run_1/layer_met3.png
Bar = 20 um.
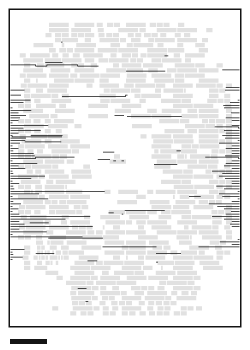
run_1/clocks.png
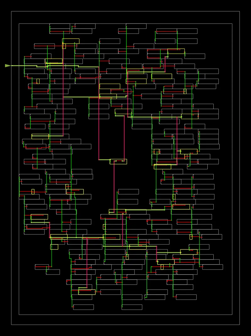
run_1/layer_met2.png
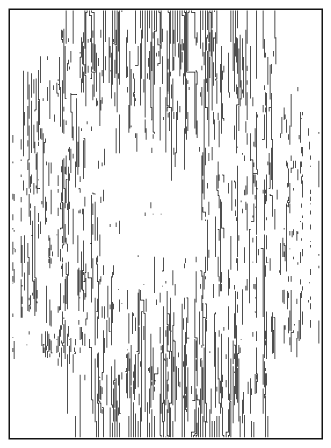
Design tl_a_queue, sky130hd; sources not shown.
==> summary.txt, run 1 <==
Figures from the implementation reports.

- The flow ran to the end, and the final reports show no timing, DRC or antenna violations.
- The summed standard-cell area reported by yosys is roughly 8000 sq um.
- The final tally of max-slew violations reads 0.
- The first global-routing pass estimated 23.31 mm of wire.
- The tightest min-delay check is of the flip-flop to flip-flop type.
- The area of all placed cells without fillers is about 11000 sq um.
- By instance count after routing, the leading logic cell types are sky130_fd_sc_hd__clkdlybuf4s50_1, sky130_fd_sc_hd__edfxtp_1, sky130_fd_sc_hd__mux2_2.
- The logs give a warning total of 27.
- The tightest hold path in the finished design has a slack of 0.4628 ns.
- The final setup violation count is 0.
- The number of CTS-inserted buffers is 21.
- The final weighted congestion in routability-driven placement is roughly 0.73.
- The floorplan step records an initial core utilization of roughly 44%.
- The smallest clock period supported by the final layout is computed as ~3.5 ns.
- The largest voltage drop on the vdd net is between 0.3 and 0.4 mV.
- The routed length per instance reads approximately 19 um.
- The layer with the highest usage reads met2.
- The total track usage is 14.40%.
- The overall power consumption is slightly below 6 mW.
- The reported max-cap violation count is 0.
- The number of resized instances in the post-cts repair step reads 0.
- The die is between 100 and 150 um wide.
- The data required time of the worst path reads 3.39 ns.
- In this run the biggest area consumer among cell types represents 78.35% of the synthesized area.
- The post-synthesis average cell area is roughly 23 sq um.
- Traced cell by cell, the critical path runs through buf_4 > mux2_2 > clkdlybuf4s50_1.
- The total I/O pin count reads between 200 and 250.
- The placement report lists the number of port buffers as ~220.
- The sequential area share after synthesis is 79.34%.
- The fill cell total of the finished layout is roughly 1300.
- The post-CTS setup-driven buffer insertion count is 0.
- The endpoint kind of the worst setup timing path reads an output port.
- The number of hold violations in the final report is 0.
- The number of logic stages on the critical path including buffering reads 3.
- Setup repair after global routing left no endpoint under its margin.
- The net total in the final layout is between 600 and 700.
- The register-to-register setup slack is ~1.7 ns.
- The clock-pin slew on the worst setup and hold paths is roughly 0.06 ns.
- The tally of nets with antenna violations remaining after routing reads 0.
- The final setup slack of the worst path is 0.8120 ns.
- The area added between synthesis and finish reads 38.19%.
- The worst-margin pin slew reads between 0.5 and 0.6 ns.
- The count of state elements after synthesis reads ~210.
- The fraction of final layout cells sized beyond drive strength 1 reads 23.17%.
- The share of synthesized area spent on multiplexers is between 10% and 20%.
- The power per cell area is about 520 nW/um^2.
- The finished layout reports a core utilization of approximately 60%.
- The most common library cell in the layout ignoring fill and taps reads sky130_fd_sc_hd__clkdlybuf4s50_1.
- The number of DRC markers after the initial detailed-route iteration is around 180.
About layer_met3.png:
wire length on this layer: 1340 um
main direction: horizontal
longest straight run: 50.4 um
share of all routed wire: 8.6%
nets with wire on the layer: 124
routing usage on met3: 4.588%
Routed Wire Length: 15.58 mm
routed vias: 4010

About clocks.png:
count of clock tree sinks: 214
insertion delay of the later-clocked pin in the worst-skew pair: 0.47 ns

About layer_met2.png:
share of all routed wire: 52%
main direction: vertical
longest straight run: 52.9 um
nets with wire on the layer: 656
wire length on this layer: 8150 um
fraction of met2 tracks used by global routing: 25.45%

-- run 1: cells in the mapped netlist --
| cell type | number |
|---|---|
| sky130_fd_sc_hd__a21boi_0 | 2 |
| sky130_fd_sc_hd__and2_1 | 3 |
| sky130_fd_sc_hd__buf_12 | 5 |
| sky130_fd_sc_hd__buf_2 | 5 |
| sky130_fd_sc_hd__buf_6 | 1 |
| sky130_fd_sc_hd__buf_8 | 1 |
| sky130_fd_sc_hd__dfxtp_1 | 4 |
| sky130_fd_sc_hd__edfxtp_1 | 210 |
| sky130_fd_sc_hd__ha_1 | 2 |
| sky130_fd_sc_hd__inv_1 | 4 |
| sky130_fd_sc_hd__mux2_2 | 55 |
| sky130_fd_sc_hd__mux2_4 | 50 |
| sky130_fd_sc_hd__nand2_1 | 1 |
| sky130_fd_sc_hd__nand2b_1 | 3 |
| sky130_fd_sc_hd__nand3_1 | 1 |
| sky130_fd_sc_hd__nor2_1 | 2 |
| sky130_fd_sc_hd__o21ai_0 | 3 |
| sky130_fd_sc_hd__o32ai_1 | 1 |
| sky130_fd_sc_hd__xnor2_1 | 1 |
-- run 1: routing by layer --
layer | wire, um | part of all wire, %
met5 | 15 | 0.096
met4 | 297 | 1.9
met3 | 1343 | 8.6
met2 | 8154 | 52
met1 | 5771 | 37
-- run 1: power breakdown --
part	internal (mW)	total, mW	switching [mW]
Sequential	2.54	2.62	0.0801
Combinational	0.752	1.43	0.677
Clock	1.07	1.77	0.703
-- run 1: final cells by class --
class / count / area share [%]
clock inverter: 16 / 1.361
tap: 240 / 2.700
multi-input combinational: 124 / 13.50
timing repair buffer: 221 / 20.13
sequential: 214 / 57.45
inverter: 4 / 0.1350
clock buffer: 21 / 4.724
run_1/layer_met4.png
Supply wires on this layer in gray.
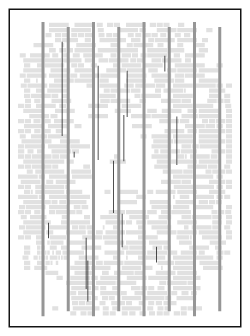

==> run 1 -> run 2 <==
- CORE_UTILIZATION: 43 -> 48
- PLACE_DENSITY: 0.74 -> 0.79
- clock period: 4.3 -> 3.6 ns (I/O delays scaled with it)
run_2/layer_met4.png
Supply wires on this layer in gray.
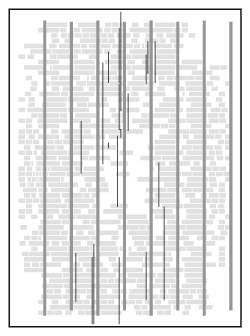
longest straight run: 51.7 um
main direction: vertical
nets with wire on the layer: 13
Routed Wire Length: 15.98 mm
routed vias: 4048

run_2/layer_met2.png
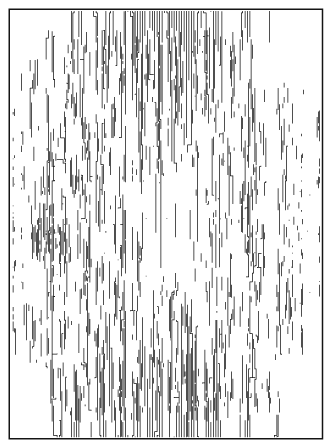
nets with wire on the layer: 652
longest straight run: 50.4 um
fraction of met2 tracks used by global routing: 28.66%

run_2/layer_met1.png
Supply wires on this layer in gray.
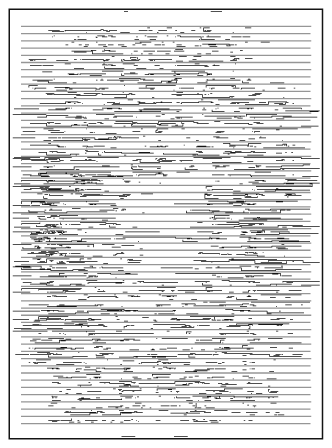
main direction: horizontal
nets with wire on the layer: 617
global-route track usage on met1: 18.20%

==> run 2 against run 1 <==
Net effect: die size decreased by 9.8%; combinational power increased by 24%; synthesized cell count unchanged; critical path type unchanged; highest routed layer unchanged.
==> summary.txt, run 2 <==
Figures from the implementation reports.

- Of the available clock period, the critical path in the final layout requires around four fifths.
- The data arrival time of the critical path is approximately 2.2 ns.
- The initial antenna violation count is 1.
- The final timing report derives a shortest allowable period of 2.920 ns.
- The most common logic cells in the final layout are sky130_fd_sc_hd__clkdlybuf4s50_1, sky130_fd_sc_hd__edfxtp_1, sky130_fd_sc_hd__mux2_2.
- The overall die height reads roughly 160 um.
- The post-synthesis instance area reads 8049 sq um.
- The reported max-cap violation count is 0 (unchanged).
- The area added between synthesis and finish is 36.76%.
- The routed length per instance is 20.05 um (+8.1%).
- The total I/O pin count is 218 (unchanged).
- The post-CTS setup-driven buffer insertion count reads 0 (unchanged).
- The most frequent cell after synthesis is sky130_fd_sc_hd__edfxtp_1.
- The total track usage is 16.25% (+1.8 points).
- The number of warnings the tools reported reads 27 (unchanged).
- The width of the chip was 117.4 um (-5.0%).
- The count of state elements after synthesis reads 214 (unchanged).
- Per the cell usage report, the commonest logic cell in the layout is sky130_fd_sc_hd__clkdlybuf4s50_1.
- The proportion of synthesized flip-flops having asynchronous set or reset reads 0% (unchanged).
- The number of sinks handled by clock tree synthesis is 214 (unchanged).
- The clock latency of the later-clocked register in the worst-skew pair is 0.47 ns (about the same).
- Counting instances in the post-synthesis netlist gives the leading cell types as sky130_fd_sc_hd__edfxtp_1, sky130_fd_sc_hd__mux2_2, sky130_fd_sc_hd__mux2_4.
- The first-pass GRT wire length reads 24.25 mm (+4.0%).
- The count of warnings emitted by yosys is 0.
- The largest voltage drop on the vdd net reads 0.4009 mV (+20%).
- The clock-pin slew on the worst setup and hold paths reads 0.06 ns (about the same).
- The number of hold violations in the final report is 0 (unchanged).
- The number of logic stages on the critical path including buffering is 3 (unchanged).
- The area of all placed cells without fillers came to 11010 sq um (-1.0%).
- The data required time of the worst path is 2.83 ns (-0.56 ns).
- The synthesized net count reads around 470.
- The number of resized instances in the post-cts repair step is 0 (unchanged).
- The endpoint kind of the worst setup timing path is an output port.
- The initial cell density of the core reads 49.35% (+5.2 points).
- The register-to-register setup slack reads 1.08 ns (-0.63 ns).
- The number of CTS-inserted buffers reads 19 (-9.5%).
- The share of the synthesized area in the top cell type reads 78.35% (unchanged).
- Setup repair after global routing left no endpoint under its margin.
- The maximum fanout along the worst path reads 56.
- The number of flops mapped to enable cells by yosys is 210 (unchanged).
- The fraction of final layout cells sized beyond drive strength 1 is 23.24% (+0.077 points).
- The final setup violation count is 0 (unchanged).
- The core occupancy in the finished layout is 67.50% (+6.4 points).
- The sequential area share after synthesis was 79.34% (unchanged).
- The summed standard-cell area reported by yosys was 8049 sq um (unchanged).
- The tally of nets with antenna violations remaining after routing reads 0 (unchanged).
- The power per cell area came to 609.1 nW/um^2 (+16%).
- In this run the critical path is formed by buf_12 > mux2_2 > clkdlybuf4s50_1.
- The post-synthesis average cell area reads 22.74 sq um (unchanged).
- The number of flip-flops under the largest register name reads about 210.
- The port buffer count reads 217 (unchanged).
- The final setup slack of the worst path came to 0.6797 ns (-0.1323 ns).
- The worst stage delay on the critical path is 0.56 ns.
- Clock tree synthesis selected as its root buffer the cell sky130_fd_sc_hd__clkbuf_16.
- The final weighted congestion in routability-driven placement came to 0.7266 (-0.67%).
- The synthesis report names the predominant flop master as sky130_fd_sc_hd__edfxtp_1.
- In this run the worst hold path is classified as flip-flop to flip-flop.
- The worst-margin pin slew is 0.5070 ns (-0.06339 ns).
- The final tally of max-slew violations came to 0 (unchanged).
- The iteration tally of the first detailed-router pass reads 4.
- The run finished with clean final reports.
- The DRC violation count after routing is 0.
- The number of buffers on the longest clock path reads 3.
- In this design, the largest share of critical-path delay is due to buffers and inverters.
- The net total in the final layout is 697 (unchanged).
- The number of DRC markers after the initial detailed-route iteration is 153 (-15%).
## run 2: logic make-up after synthesis
logic type	Yosys count	synth area share [%]
buf+inv	16	2.067
xor+xnor	1	0.1088
simple gates	10	0.6684
mux	105	17.02
flops	214	79.34
fa+ha+maj	2	0.3108
compound gates	6	0.4818
## run 2: worst register-to-register path, stage by stage, from the launching register on
cell and delay [ns]:
sky130_fd_sc_hd__dfxtp_1 0.38, sky130_fd_sc_hd__inv_1 0.10, sky130_fd_sc_hd__ha_1 0.35, sky130_fd_sc_hd__a21boi_0 0.40, sky130_fd_sc_hd__and2_4 0.54, sky130_fd_sc_hd__buf_12 0.34
## run 2: layout make-up
class	count	area, sq um
Clock buffer	19	475.5
Clock inverter	14	85.08
Fill cell	1101	5301
Inverter	4	15.01
Multi-Input combinational cell	124	1501
Sequential cell	214	6390
Tap cell	199	249.0
Timing Repair Buffer	223	2292
## run 2: metal layers
metal  GRT usage [%]  routed length [um]
met1           18.20                5915
met2           28.66                8177
met3           5.674                1336
met4           6.190                 538
met5               0                  11
## run 2: metrics by stage
stage,hold WS [ns],power (mW),instances
4_1_cts,0.4806,6.788,797
5_1_grt,0.5069,6.971,797
6_report,0.4803,6.705,797
2_1_floorplan,0.4205,4.166,354
3_5_place_dp,0.4690,4.942,764
3_3_place_gp,0.4362,4.897,764
## run 2: where the power goes
group | total [mW] | leakage, nW | switching (mW) | internal (mW)
sequential | 3.09 | 1.99 | 0.0637 | 3.03
combinational | 1.77 | 1.53 | 0.858 | 0.917
clock | 1.84 | 0.299 | 0.807 | 1.03
Power figures rest on the tool's default switching activity, not on a simulated workload.
